Fig. 1: met3 routing
(4 px per um)
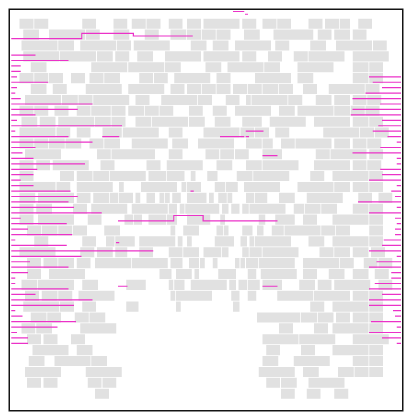
Fig. 2: clock routing
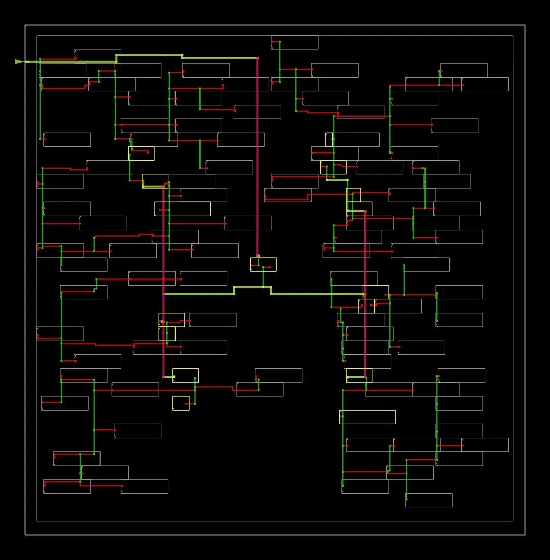
Design mem_access_ctrl_flat, sky130hd; sources not shown.
==> deck_impl_summary.md <==
Flow Results at a Glance

Global routing
  – Global-route met2 utilization: 0.281
  – GRT overflow: 0
  – Largest net degree at the start of global routing: approximately 75
  – Most Crowded Layer GR: met2
  – Initial antenna violation count: 0
  – GRT Total Usage: 0.180
  – Vias in the first global route: approximately 2900
  – Met3 Track Usage GR: 0.0724

Final layout
  – Final instance area: just under 0.006 mm2
  – Seq area share: 0.401
  – Register cell area after layout: 0.00235 mm2
  – Number of nets in the layout: roughly 520
  – Layout fillers: ~700
  – Signal buf overhead: 0.295
  – Comb gate area: 0.00140 mm2
  – Share of layout cells above drive strength 1: 0.240
  – Signal inverters: 7
  – ANT cells: 0
  – Buffers, non-clock: 172
  – Cell Count, Final, Fillers Out: between 500 and 600
  – Logic share of the area: 0.238
  – Seq cells: roughly 94
  – Comb_multi_in: around 150
  – Area delta synth->final: 53.9%
  – Final Util: 0.660
  – Largest class: flip-flops and latches

Critical path
  – Crit-path slowest cell: ha_1
  – Worst Setup Start Kind: flip-flop
  – CP Data Required Time: between 4 and 5 ns
  – Crit-path cells: inv_1 > ha_1 > o211ai_1 > or2_2 > o311ai_1
  – CP Depth: 5
  – Crit path capture type: flip-flop
  – FF-to-FF setup slack: ~1.4 ns
  – CP delay by family, top: AND-OR/OR-AND gates
  – Buf/Inv on CP: 1
  – Worst setup path class: flip-flop to flip-flop
  – Depth of the most critical reg-to-reg path: 5

Placement
  – DP Cell Count: between 500 and 600
  – Place WS: between 1 and 1.5 ns
  – Port-buffer cells: ~170
  – DPL Wire Length: 6300 um
  – Cell area after placement: ~0.0056 mm2

Job
  – OpenROAD warnings: 29
  – Max-cap violations: 0

Logic synthesis
  – Top cells, area: dfrtp_1, mux2_2, ha_1, nand2_1, a31oi_1
  – Synth Warn #: 0
  – # Cells Yosys: 261
  – Syn avg cell area: roughly 15 um2
  – Post-synth top area share: 0.617
  – Post-Syn Nets: about 350
  – Sequential fraction of the synthesis area: 0.617
  – Synthesis area per yosys: between 0.003 and 0.004 mm2
  – Post-synthesis cell type with the largest combined area: dfrtp_1
  – Cell Type Count: 32
  – Cell Area, Synth: 0.00381 mm2
  – Synth Instances: 261
  – FF+latch count, synth: 94

Clocking
  – Total CTS buffers: 9
  – H-tree Lvls: 3
  – Postcts setup bufs: 0
  – CTS-repair resized insts: 0
  – CTS tree: yes
  – CTS Buffer Depth: 2
  – CTS root buf: clkbuf_8
  – Cts hold-fix bufs: 0
  – Clk slew on worst S/H paths: roughly 0.1 ns

STA
  – Max-slew violation count: 0
  – Post-layout min period: between 2 and 3 ns
  – WHS: 0.327 ns
  – RSZ-0062 raised after global routing: no
  – Final setup violation count: 0
  – Fmax: approximately 380 MHz
  – PnR worst setup slack: 1.39 ns
  – Setup tns final: 0 ns
  – Final Hold Viols: 0
  – Relative slew slack: 0.449

Pwr
  – Power Total: 5110 uW
  – Peak supply drop: 0.542 mV
  – Leakage power: about 0.0024 uW
  – Power Density: around 870 mW/mm2

Floorplan
  – # IOs: 170
  – FP Util: 0.429
  – TAP cells: around 110
  – Core area: 0.00889 mm2
  – Num rows: 35
  – Die width: slightly below 100 um
  – Die H: approximately 100 um

Routing
  – 1st-iter DRT viols: about 93
  – DRT Pass-1 Iters: 4
  – DRC Markers: 0
  – Met3 WL: about 860 um
  – Top sig layer: met4
  – Routed length per instance: about 16 um
  – Antenna Nets Post-Route: 0
  – Wire length on met2: a little over 4000 um

Hold path
  – Worst Hold Class: input pin to asynchronous set/reset pin

Status
  – Status: finished, final reports clean
## Picture notes: Fig. 1
nets with wire on the layer	108
wire length on this layer	855 um
WL final: 8630 um
Vias: 2762

## Picture notes: Fig. 2
clk sink count: 94
clk_buf instances: 10

cells in the final DEF (no fill, tap or decap), drive strengths merged, types with 3 or more instances in the layout:
master and n:
buf 3, dfrtp 94, a31oi 5, nand2b 4, o21ai 5, ha 5, clkdlybuf4s50 168, nand3 4
nand2 13, or2 3, nor2 4, clkbuf 10, o211ai 3, mux2 81, inv 8
worst reg2reg max path: stages (launching register included):
cell and delay [ns]:
dfrtp_1 0.39, inv_1 0.12, ha_1 0.61, o211ai_1 0.49, or2_2 0.47, o311ai_1 0.27
synth_stat cells:
| library cell | count |
|---|---|
| clkbuf_1 | 4 |
| o211a_1 | 1 |
| nor2_1 | 4 |
| a31oi_1 | 5 |
| nand3_1 | 4 |
| a22o_1 | 2 |
| o22a_1 | 1 |
| nand3b_1 | 2 |
| ha_1 | 5 |
| dfrtp_1 | 94 |
| nand4bb_1 | 2 |
| nand2_1 | 13 |
| inv_1 | 7 |
| o211ai_1 | 3 |
| or2_2 | 3 |
| o311ai_1 | 1 |
| nor4b_4 | 1 |
| nor3_1 | 1 |
| a41o_1 | 1 |
| a21boi_1 | 1 |
| o22ai_1 | 1 |
| mux2_1 | 2 |
| and3_1 | 1 |
| mux2_2 | 79 |
| buf_1 | 8 |
| o2bb2ai_1 | 1 |
| o311ai_2 | 1 |
| o221ai_1 | 2 |
| or4b_4 | 1 |
| or3_4 | 1 |
| nand2b_1 | 4 |
| o21ai_0 | 5 |
cell families after synthesis:
group           Yosys count  share of synthesized area
flops                    94                      0.617
simple gates             37                     0.0591
compound gates           25                     0.0499
buf+inv                  19                     0.0187
fa+ha+maj                 5                     0.0164
mux                      81                      0.239
power by group:
part / switching [uW] / internal, uW / total, uW
Sequential: 243 / 1400 / 1650
Clock: 330 / 357 / 687
Combinational: 1480 / 1300 / 2780
Total: 2060 / 3060 / 5110
Power figures rest on the tool's default switching activity, not on a simulated workload.
